<file path="src/rtl/tdc_pkg.sv">
// Shared types and sizing helpers for the TDC measurement sequencer.
// Latency: n/a (types and constant functions only).
// Backpressure: n/a.
package tdc_pkg;

  typedef enum logic [2:0] {
    ST_IDLE   = 3'd0,
    ST_ARM    = 3'd1,
    ST_TOGGLE = 3'd2,
    ST_WAIT   = 3'd3,
    ST_SAMPLE = 3'd4,
    ST_DONE   = 3'd5
  } meas_state_t;

  // Hamming-weight width: must represent 0..N inclusive.
  function automatic int hw_width(input int n);
    return $clog2(n) + 1;
  endfunction

  // Cycles from a pattern toggle until its popcount is valid at hw_in:
  // sync stages + popcount latency + one cycle for the toggle to land.
  function automatic int settle_cycles(input int n_sync, input int pc_lat);
    return n_sync + pc_lat + 1;
  endfunction

endpackage

</file>
<file path="src/rtl/tdc_stat_acc.sv">
// Sample statistics accumulator: running sum, min, max and sample count.
// Latency: one cycle from acc to updated registers.
// Backpressure: none; acc is a single-cycle strobe, clr restarts all stats.
// Ports: clk, rst (sync, active-high), clr, acc, v (sample);
//        sum, min_v, max_v, cnt (current statistics).
module tdc_stat_acc
  import tdc_pkg::*;
#(
  parameter int HW_W   = 7,
  parameter int SAMP_W = 8
) (
  input  logic                     clk,
  input  logic                     rst,
  input  logic                     clr,
  input  logic                     acc,
  input  logic [HW_W-1:0]          v,
  output logic [HW_W+SAMP_W-1:0]   sum,
  output logic [HW_W-1:0]          min_v,
  output logic [HW_W-1:0]          max_v,
  output logic [SAMP_W-1:0]        cnt
);

  always_ff @(posedge clk) begin
    if (rst || clr) begin
      sum   <= '0;
      min_v <= '1;  // all-ones so the first sample always wins
      max_v <= '0;
      cnt   <= '0;
    end else if (acc) begin
      sum <= sum + {{SAMP_W{1'b0}}, v};
      if (v < min_v) min_v <= v;
      if (v > max_v) max_v <= v;
      cnt <= cnt + SAMP_W'(1);
    end
  end

endmodule

</file>
<file path="src/rtl/tdc_meas_ctrl.sv">
// TDC measurement sequencer: arm, toggle/settle/sample n times, report sum/min/max.
// Latency: result valid 1+SETTLE+(SETTLE+2)*n cycles after the start cycle.
// Backpressure: result held in DONE until res_ready; start ignored unless IDLE.
// Ports: clk, rst (sync, active-high); start, n_samples (request); busy;
//        tdc_en, pg_tog (to tdc_top), hw_in (from tdc_top);
//        res_valid/res_ready handshake with res_sum, res_min, res_max, res_cnt.
module tdc_meas_ctrl
  import tdc_pkg::*;
#(
  parameter int N        = 64,
  parameter int N_SYNC   = 2,
  parameter int PC_LAT   = 1,
  parameter int SAMP_W   = 8,
  parameter int NORM_POL = 1,
  localparam int HW_W    = hw_width(N)
) (
  input  logic                   clk,
  input  logic                   rst,
  input  logic                   start,
  input  logic [SAMP_W-1:0]      n_samples,
  output logic                   busy,
  output logic                   tdc_en,
  output logic                   pg_tog,
  input  logic [HW_W-1:0]        hw_in,
  output logic                   res_valid,
  input  logic                   res_ready,
  output logic [HW_W+SAMP_W-1:0] res_sum,
  output logic [HW_W-1:0]        res_min,
  output logic [HW_W-1:0]        res_max,
  output logic [SAMP_W-1:0]      res_cnt
);

  localparam int SETTLE = settle_cycles(N_SYNC, PC_LAT);
  localparam int SC_W   = $clog2(SETTLE + 1);

  meas_state_t       state_q, state_d;
  logic [SC_W-1:0]   settle_cnt_q;
  logic [SAMP_W-1:0] n_lat_q;
  logic              pg_lvl_q;
  logic              settle_done;
  logic              last_samp;
  logic              acc_clr;
  logic              acc_en;
  logic [HW_W-1:0]   samp_v;

  assign settle_done = (settle_cnt_q == SC_W'(SETTLE - 1));
  // res_cnt counts samples already taken; this one is the last if it reaches n.
  assign last_samp   = ((res_cnt + SAMP_W'(1)) == n_lat_q);

  // pg_lvl_q is the pattern-generator output level after the last toggle.
  // Level 0 means the most recent edge was falling, whose popcount counts
  // zeros rather than ones, so it is mirrored back as N-hw.
  always_comb begin
    samp_v = hw_in;
    if (NORM_POL != 0 && !pg_lvl_q) samp_v = HW_W'(N) - hw_in;
  end

  always_comb begin
    state_d = state_q;
    acc_clr = 1'b0;
    acc_en  = 1'b0;
    case (state_q)
      ST_IDLE: begin
        if (start && (n_samples != '0)) begin
          state_d = ST_ARM;
          acc_clr = 1'b1;
        end
      end
      ST_ARM:    if (settle_done) state_d = ST_TOGGLE;
      ST_TOGGLE: state_d = ST_WAIT;
      ST_WAIT:   if (settle_done) state_d = ST_SAMPLE;
      ST_SAMPLE: begin
        acc_en  = 1'b1;
        state_d = last_samp ? ST_DONE : ST_TOGGLE;
      end
      ST_DONE:   if (res_ready) state_d = ST_IDLE;
      default:   state_d = ST_IDLE;
    endcase
  end

  always_ff @(posedge clk) begin
    if (rst) begin
      state_q      <= ST_IDLE;
      settle_cnt_q <= '0;
      n_lat_q      <= '0;
      pg_lvl_q     <= 1'b0;
    end else begin
      state_q <= state_d;
      // Free-runs only while arming or waiting; zero on entry to either.
      if ((state_q == ST_ARM || state_q == ST_WAIT) && !settle_done)
        settle_cnt_q <= settle_cnt_q + SC_W'(1);
      else
        settle_cnt_q <= '0;
      if (acc_clr) n_lat_q <= n_samples;
      // Level persists across measurements, mirroring the real pg output.
      if (state_q == ST_TOGGLE) pg_lvl_q <= ~pg_lvl_q;
    end
  end

  assign busy      = (state_q != ST_IDLE);
  assign tdc_en    = (state_q == ST_ARM) || (state_q == ST_TOGGLE) ||
                     (state_q == ST_WAIT) || (state_q == ST_SAMPLE);
  assign pg_tog    = (state_q == ST_TOGGLE);
  assign res_valid = (state_q == ST_DONE);

  tdc_stat_acc #(
    .HW_W   (HW_W),
    .SAMP_W (SAMP_W)
  ) u_acc (
    .clk   (clk),
    .rst   (rst),
    .clr   (acc_clr),
    .acc   (acc_en),
    .v     (samp_v),
    .sum   (res_sum),
    .min_v (res_min),
    .max_v (res_max),
    .cnt   (res_cnt)
  );

endmodule

</file>
<file path="config.mk">
export PLATFORM = sky130hd
export DESIGN_NAME = tdc_meas_ctrl
export DESIGN_NICKNAME = d
export VERILOG_FILES = /design/src/rtl/tdc_pkg.sv /design/src/rtl/tdc_stat_acc.sv /design/src/rtl/tdc_meas_ctrl.sv
export SDC_FILE = /design/constraint.sdc
export NUM_CORES = 1
export LEC_CHECK = 0
export ABC_AREA = 1
export CORE_MARGIN = 8
export CORE_UTILIZATION = 50
export CTS_BUF_LIST = sky130_fd_sc_hd__clkbuf_8
export DETAILED_ROUTE_END_ITERATION = 12
export MAX_ROUTING_LAYER = met4
export PLACE_DENSITY = 0.79
export SLEW_MARGIN = 20
export SYNTH_ARGS = -nofsm -noshare
export SYNTH_HDL_FRONTEND = slang
export SYNTH_HIERARCHICAL = 1
export SYNTH_SLANG_ARGS = --single-unit
</file>
<file path="constraint.sdc">
create_clock -name clk -period 2.2 [get_ports clk]
set_input_delay 0.22 -clock clk [delete_from_list [all_inputs] [get_ports clk]]
set_output_delay 0.22 -clock clk [all_outputs]
set_load 0.01 [all_outputs]
</file>
Run 1, selected gate families:
Scale: 3 px per micron.
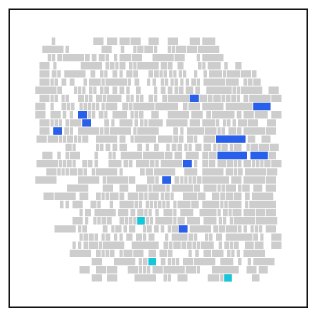
- blue: XOR/XNOR gates (cells 11; most used xor2_1)
- cyan: AND-OR and OR-AND gates (cells 3; most used a21o_1)
most instantiated logic cell after routing: nand2_1
multi-input combinational area share: 48.94%
post-route non-filler standard cell count: 695

Run 1, a small window of the routed layout:
Window x 62 to 87, y 62 to 87 microns. Cells in gray, sequential cells in the stronger gray; small squares are vias.
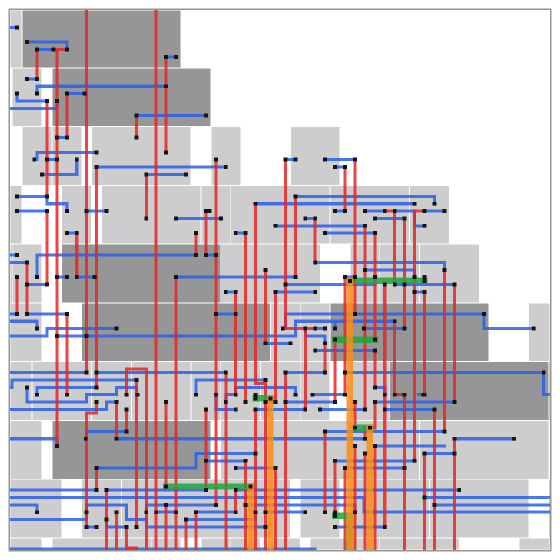
- blue: met1
- red: met2
- green: met3
- orange: met4
- netlist names of flops here include: settle_cnt_q (3), u_acc/min_v (3)
- cells with their middle in the window: 43
- most frequent: nand3_1 (7), dfxtp_1 (6)
- sequential cells in the window: 7

Run 1, where the registers sit:
Scale: 4 px per micron. Other sequential cells in the stronger gray, the rest of the logic in the fainter gray.
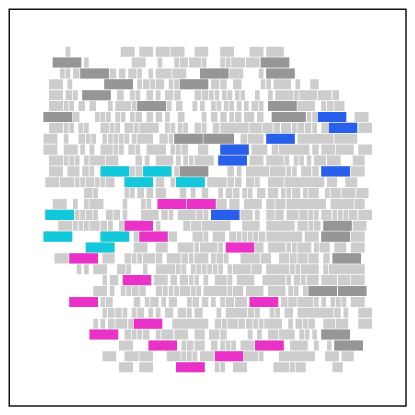
- blue: u_acc/min_v (placed flops 7)
- magenta: u_acc/sum (placed flops 15)
- cyan: u_acc/cnt (placed flops 8; where west)
- not colored: 22

==> qor.yml, run 1 <==
run_status:
  status: "finished, final reports clean"
setup_path:
  arrival_ps: 2400
  start_kind: "input port"
  cp.required_ps: 2410
  critical_path.endpoint: "u_acc/max_v[1]"
  r2r_slack_ps: 60
  rr_startpoint: "pg_lvl_q"
  critPathTopFamily: "buffers and inverters"
  cp_max_fo: 7
  crit_type: "input port to flip-flop"
  startpoint: "hw_in[0]"
  reg2reg_to: "u_acc/sum[14]"
  ff2ff_path_depth: 12
  cp_slowest_stage_delay_ps: 260
  worstSetupPathDepth: 14
  path_cells: "dlygate4sd2_1 -> inv_1 -> ha_4 -> nor2_1 -> xor2_2 -> buf_4 -> ha_4 -> nand2_1 -> buf_4 -> nor3_4 -> a21oi_4 -> clkbuf_16 -> a21oi_2 -> nor2_1"
  slowest_stage: "ha_4"
  crit_buf_inv: 5
  cp-end-kind: "flip-flop"
placement:
  dp_hpwl_microns: 6631
  gp_congestion: 0.9446
  pre_cts_ws_ps: -605.3
  placed_area_sq_um: 4297
  portBuffers: 59
sta:
  setup_ws_ps: 1.774
  rsz0062_at_grt: "yes"
  worst_pin_slew_ps: 515.9
  finalHoldViolCount: 0
  finClkSkew_ps: 5.979
  fmax_ghz: 0.4549
  post-route-period-util_pct: 99.92
  period_minus_slack_ps: 2198
  whs_ps: 430.0
  slew-limit-headroom_pct: 65.29
  finalMaxSlewViolations: 0
  setup_viol: 0
layout:
  fin_area_sq_um: 4796
  antenna_cells: 0
  final_layout_size_suffix_gt1_share_pct: 21.46
  finalNetCount: 659
  area_delta_synth_final_pct: 39.84
  final_cell_mix: "119 x nand2_1, 65 x inv_1, 59 x nor2_1"
  fin_util_pct: 71.38
clocking:
  cts_tree: "yes"
  clk_path_buf_depth: 2
  clk_latency_ps: 310
  root_buffer: "clkbuf_8"
  cts_buffers: 5
  h-tree-depth: 2
  holdBufCountCts: 0
  cts_sinks: 52
  clk_pin_slew_ps: 90
routing:
  avgViaCountPerCell: 5.250
  drtIter0Drc: 169
  wire_per_inst_microns: 14.04
  vias: 3649
  drtPass1Iterations: 4
  drc: 0
  routed_wl_microns: 9756
  final_antenna_net_count: 0
pwr:
  leakagePower_uw: 0.002164
  power_frac_seq_pct: 41.6
  p_int_uw: 1597
  pwr-share-comb_pct: 34.6
  switching_share_pct: 34.56
  switchingPower_uw: 843.6
  vdd_drop_max_uv: 347.6
  powerDensity_nw_per_um2: 508.9
  pwr-share-clk_pct: 23.8
synth:
  yosysTopAreaCell: "dfxtp_1"
  ys_cells: 521
  yosysWarnings: 6
  ys_top_cells_by_area: "dfxtp_1 30%, nand2_1 14%, ha_1 9.1%"
  synth_flop_count: 52
  ys_seq_share_pct: 30.35
  synth_cells: 521
  postSynthAreaPerCell_sq_um: 6.583
  syn_nets: 566
  yosys.area.top_type_share_pct: 30.35
  yosys-stat-area_sq_um: 3430
  syn_area_sq_um: 3430
  ys_types: 36
job:
  max-cap-violations: 0
  tool_warnings: 27
die:
  pin_count: 60
  rows: 30
  core_area_sq_um: 6719
  dieWidth_microns: 98.82
  fp-utilization_pct: 51.04
  dieArea_sq_um: 9765
  die_h_microns: 98.82
grt:
  grt_pass1_vias: 3440
  grt_util_all_layers_pct: 19.28
  grt_max_degree: 30
  antenna_found_initial: 0
  grt_pass1_wl_microns: 15500
  gr-total-overflow: 0
hold_path:
  hp-class: "flip-flop to flip-flop"
[run 1: through the flow]
step           std cells  TNS [ps]  total power, uW
2_1_floorplan        521         0             1492
3_3_place_gp         680    -12270             1731
3_5_place_dp         680    -14340             1751
4_1_cts              692         0             2376
5_1_grt              695    -693.5             2581
6_report             695         0             2441
[run 1: power groups by stage]
| stage | Sequential [uW] | Clock, uW | Combinational, uW |
|---|---|---|---|
| 3_3_place_gp | 1030 | 0 | 698 |
| 5_1_grt | 1020 | 625 | 933 |
| 3_5_place_dp | 1040 | 0 | 716 |
| 6_report | 1020 | 580 | 844 |
| 2_1_floorplan | 1030 | 0 | 463 |
| 4_1_cts | 1010 | 589 | 774 |
[run 1: area by class of cell]
class | count | area [sq um]
Inverter | 74 | 280.3
Clock buffer | 6 | 82.58
Timing Repair Buffer | 96 | 929.6
Multi-Input combinational cell | 385 | 2347
Clock inverter | 2 | 10.01
Fill cell | 522 | 1923
Tap cell | 80 | 100.1
Sequential cell | 52 | 1046
[run 1: sequential cells by signal (all words and copies together), names as in the netlist]
name	flops
u_acc/sum	15
n_lat_q	8
u_acc/cnt	8
u_acc/max_v	7
u_acc/min_v	7
settle_cnt_q	3
state_q	3
pg_lvl_q	1
[run 1: cell families after synthesis]
group / synth area share [%]
DFF: 30.35
xor gates and xnor gates: 2.809
adders and majority gates: 9.705
buffers and inverters: 10.03
AOI/OAI and AO/OA: 9.887
and+or+nand+nor: 37.21
[run 1: routing by layer]
layer / wire, microns / GRT usage, % / vias up
met5: 0 / - / -
met4: 241 / 5.195 / 0
met3: 476 / 3.876 / 25
met2: 4849 / 33.26 / 112
met1: 4188 / 22.15 / 1667
li1: - / - / 1845
[run 1: cell usage after synthesis]
cell type and instances:
nand2_1 130, inv_1 67, nor2_1 66, nand3_1 55
dfxtp_1 52, a21oi_1 35, ha_1 25, o21ai_0 14
nor2_2 8, inv_2 6, xor2_1 6, nor3_1 5
xnor2_1 5, nor2_4 4, nor4_1 4, a21o_1 3
a21oi_2 3, buf_2 3, clkbuf_1 3, nand2_2 3
nand3_2 3, o21ai_1 3, buf_4 2, buf_6 2
nand4_1 2, nor3_2 2, a21oi_4 1, a31oi_1 1
fa_1 1, inv_4 1, nand2_4 1, nand3b_1 1
nor3b_1 1, o31ai_1 1, or2_1 1, or2_2 1
[run 1: worst min path at each step]
stage	startpoint	to	slack (ps)	cells past startpoint
after floorplan	rst	state_q[0]	290	1
after global placement	settle_cnt_q[0]	settle_cnt_q[0]	410	1
after detailed placement	settle_cnt_q[0]	settle_cnt_q[0]	420	1
after CTS	settle_cnt_q[0]	settle_cnt_q[0]	430	1
after global routing	settle_cnt_q[0]	settle_cnt_q[0]	470	1
final	settle_cnt_q[0]	settle_cnt_q[0]	430	1
[run 1: repair_timing]
| action | 4_1_cts | 5_1_grt |
|---|---|---|
| cloned | 1 | 1 |
| endpoints found under the hold margin | 0 | 0 |
| pin swaps | 15 | 27 |
| resized | 31 | 45 |
| setup endpoints to repair | 26 | 25 |
| buffers inserted | 4 | 2 |
==> run 2, diff against run 1 <==
--- a/config.mk
+++ b/config.mk
@@ -6,7 +6,6 @@
 export NUM_CORES = 1
 export LEC_CHECK = 0
 export ABC_AREA = 1
-export CORE_MARGIN = 8
 export CORE_UTILIZATION = 50
 export CTS_BUF_LIST = sky130_fd_sc_hd__clkbuf_8
 export DETAILED_ROUTE_END_ITERATION = 12
Run 2, where the registers sit:
Scale: 6 px per micron. Other sequential cells in the stronger gray, the rest of the logic in the fainter gray.
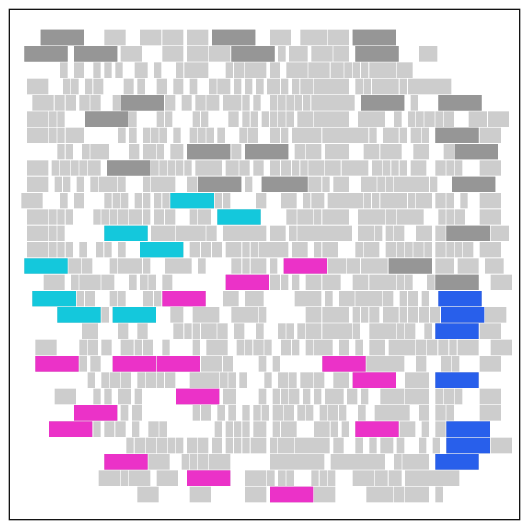
- blue: u_acc/min_v (placed flops 7)
- magenta: u_acc/sum (placed flops 15)
- cyan: u_acc/cnt (placed flops 8; where west)
- not colored: 22
Register Area: 1042 sq um
Seq power: 1020 uW
sequential share of cell area: 22.70%
Core Util, Final: 70.68%

Run 2, a small window of the routed layout:
Window x 51 to 76, y 51 to 76 microns. Cells in gray, sequential cells in the stronger gray; small squares are vias.
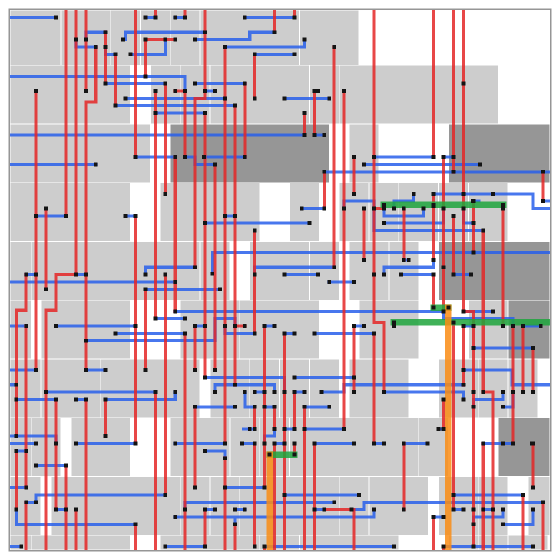
- green: met3
- orange: met4
- red: met2
- blue: met1
- most frequent: inv_1 (10), nor2_1 (10), buf_4 (9)
- cells with their middle in the window: 65
- netlist names of flops here include: u_acc/max_v (2), settle_cnt_q (1)
- sequential cells in the window: 3

==> run 2 against run 1 <==
  * Maximum frequency up 3.6%
  * Worst hold slack worse by 6.5 ps
  * The run now ends with design-rule violations left
  * Count of clock-buffer cells in the layout fell by 1
  * First-iteration DRC count grew 8.3%
  * Power is 5.0% lower
  * Sequential share of layout area grew 0.89 points
  * Clock power shrank 9.0%
  * Sequential cell count unchanged
  * Clock skew increased by 1.4 ps
  * Register-to-register slack improved by 30 ps
  * Critical path depth stayed put
  * Synthesized cell count unchanged
==> qor.yml, run 2 <==
placement:
  gp_congestion: 0.8943  # -5.3%
  portBuffers: 59  # unchanged
  dp_hpwl_microns: 6325  # -4.6%
die:
  core_area_sq_um: 6495  # -3.3%
  pin_count: 60  # unchanged
  die_h_microns: 84.82  # -14%
  rows: 29  # -3.3%
  fp-utilization_pct: 52.80  # +1.8 points
  dieWidth_microns: 84.82  # -14%
  dieArea_sq_um: 7194  # -26%
synth:
  most_common_cell: "nand2_1"
  edf_count: 0  # unchanged
  yosysWarnings: 6  # unchanged
  syn_nets: 566  # unchanged
  synth_flop_count: 52  # unchanged
  ys_top_cells_by_area: "dfxtp_1 30%, nand2_1 14%, ha_1 9.1%"
  ys_seq_share_pct: 30.35  # unchanged
  ys_types: 36  # unchanged
  flop_cell: "dfxtp_1"
  yosys-stat-area_sq_um: 3430  # unchanged
  syn_area_sq_um: 3430  # unchanged
  yosysTopAreaCell: "dfxtp_1"
  synth-async-reset-ratio_pct: 0  # unchanged
  synth_cells: 521  # unchanged
  ys_cells: 521  # unchanged
  yosys-top-cells-count: "130 x nand2_1, 67 x inv_1, 66 x nor2_1"
  yosys.area.top_type_share_pct: 30.35  # unchanged
  postSynthAreaPerCell_sq_um: 6.583  # unchanged
clocking:
  clk_path_buf_depth: 2  # unchanged
  clk_latency_ps: 310  # about the same
  h-tree-depth: 2  # unchanged
  holdBufCountCts: 0  # unchanged
  root_buffer: "clkbuf_8"
  cts_buffers: 5  # unchanged
  clk_pin_slew_ps: 90  # about the same
  cts_sinks: 52  # unchanged
  cts_tree: "yes"
pwr:
  leakagePower_uw: 0.002097  # -3.1%
  fin_total_pwr_uw: 2320  # -5.0%
  vdd_drop_max_uv: 321.0  # -7.7%
  powerDensity_nw_per_um2: 505.3  # -0.72%
layout:
  largest_reg_flops: 15  # unchanged
  finalNetCount: 660  # +0.15%
  final_layout_size_suffix_gt1_share_pct: 15.77  # -5.7 points
  layout_top_cell: "nand2_1"
  logic_area_sq_um: 2185  # -6.9%
  final_cell_mix: "126 x nand2_1, 66 x inv_1, 63 x nor2_1"
  top_regs: "u_acc/sum: 15 flops, n_lat_q: 8 flops, u_acc/cnt: 8 flops"
  fillers: 551  # +5.6%
  area_delta_synth_final_pct: 33.86
  largest-register: "u_acc/sum"
  antenna_cells: 0  # unchanged
sta:
  finClkSkew_ps: 7.413  # +1.434 ps
  post-route-period-util_pct: 96.42  # -3.5 points
  tns_ps: 0  # unchanged
  setup_viol: 0  # unchanged
  period_minus_slack_ps: 2121  # -77.02 ps
  worst_pin_slew_ps: 429.8  # -86.11 ps
  finalMaxSlewViolations: 0  # unchanged
  finalHoldViolCount: 0  # unchanged
  fmax_ghz: 0.4714  # +3.6%
  slew-limit-headroom_pct: 71.32  # +6.0 points
setup_path:
  critPathTopFamily: "simple AND/OR/NAND/NOR gates"
  cp_slowest_stage_delay_ps: 310  # +50 ps
  cp-end-kind: "flip-flop"
  cp_max_fo: 14  # +7
  crit_buf_inv: 4  # -1
  path_common_cell: "nand2_2"
  path_cells: "dlygate4sd2_1 -> inv_2 -> ha_4 -> nand2_2 -> nor4_4 -> xor2_2 -> buf_4 -> ha_1 -> nand2_2 -> nor3_2 -> a21oi_4 -> buf_12 -> a21oi_1 -> nor2_1"
  crit_type: "input port to flip-flop"
  cp.required_ps: 2400  # about the same
  slowest_stage: "ha_1"
  start_kind: "input port"
  arrival_ps: 2320  # -80 ps
routing:
  wirelength_met1_microns: 3666  # -12%
  drtIter0Drc: 183  # +8.3%
  wire_per_inst_microns: 12.34  # -12%
  drtPass1Iterations: 9  # +5
  dr.max_layer_used: "met4"
  wl_met2_microns: 4361  # -10%
  final_antenna_net_count: 0  # unchanged
  drc: 5  # +5
  routed_wl_microns: 8537  # -12%
  met3WireLength_microns: 329  # -31%
  vias: 3595  # -1.5%
  avgViaCountPerCell: 5.195  # -1.1%
grt:
  gr-total-overflow: 0  # unchanged
  grt_pass1_vias: 3099  # -9.9%
  grt_pass1_wl_microns: 13580  # -12%
  grt_util_all_layers_pct: 23.90  # +4.6 points
  antenna_found_initial: 0  # unchanged
  grt_max_degree: 30  # unchanged
job:
  tool_warnings: 26  # -3.7%
  max-cap-violations: 0  # unchanged
hold_path:
  hp-class: "flip-flop to flip-flop"
run_status:
  status: "finished with violations"
  failed_checks: "design-rule violations"
-- run 2: cell count changes in the layout (fill, tap and decap cells not counted), sizes merged --
| cell | change |
|---|---|
| clkinv | -1 |
| inv | +1 |
| clkbuf | -2 |
| clkdlybuf4s50 | +1 |
| buf | +2 |
| dlymetal6s2s | -1 |
-- run 2: repair_timing --
action	CTS	global route
gates resized	14	19
endpoints found under the setup margin	24	23
buffers inserted	3	5
pin swaps	4	7
-- run 2: kinds of logic (layout without fill, tap and decap cells) --
kind of cell | after synthesis | in the layout | share of synthesized area [%]
flops | 52 | 52 | 30.35
simple gates | 287 | 287 | 37.21
fa+ha+maj | 26 | 26 | 9.705
xor+xnor | 11 | 11 | 2.809
compound gates | 61 | 61 | 9.887
buf+inv | 84 | 178 | 10.03
-- run 2: path summary, 6_finish.rpt --
| check | from | end | slack [ps] | depth (start not counted) |
|---|---|---|---|---|
| max | hw_in[0] | u_acc/max_v[4] | 80 | 14 |
| min reg2reg | settle_cnt_q[0] | settle_cnt_q[0] | 420 | 1 |
| max reg2reg | pg_lvl_q | u_acc/max_v[4] | 90 | 10 |
| min | settle_cnt_q[0] | settle_cnt_q[0] | 420 | 1 |
-- run 2: per-stage QoR --
stage	hold slack [ps]	cell area [sq um]	instances	setup WS, ps
after floorplan	289.1	3430	521	39.95
after global placement	408.9	4293	677	-507.3
after detailed placement	414.7	4293	677	-589.4
after CTS	427.0	4444	687	12.46
after global routing	460.3	4591	692	-8.241
final	423.6	4591	692	78.80
-- run 2: cell type report --
type | instances | share of cell area (%)
clock buffers | 5 | 1.499
clock inverters | 2 | 0.1908
inverters | 74 | 6.105
multi-input cells | 385 | 47.59
flip-flops and latches | 52 | 22.70
well taps | 77 | 2.099
repair buffers | 97 | 19.81
-- run 2: power breakdown --
group	leakage, uW	switching, uW	internal [uW]	total [uW]
combinational	0.00163	440	336	777
sequential	0.000422	31.8	983	1020
clock	0.0000452	315	213	528
total	0.00210	787	1530	2320
-- run 2: routing by layer --
metal	global-route usage, %	up-vias
met5	-	-
met1	27.14	1636
met3	3.599	17
met2	42.57	96
li1	-	1846
met4	8.937	0
No activity file was given, so power comes from the tool's default toggle rates.
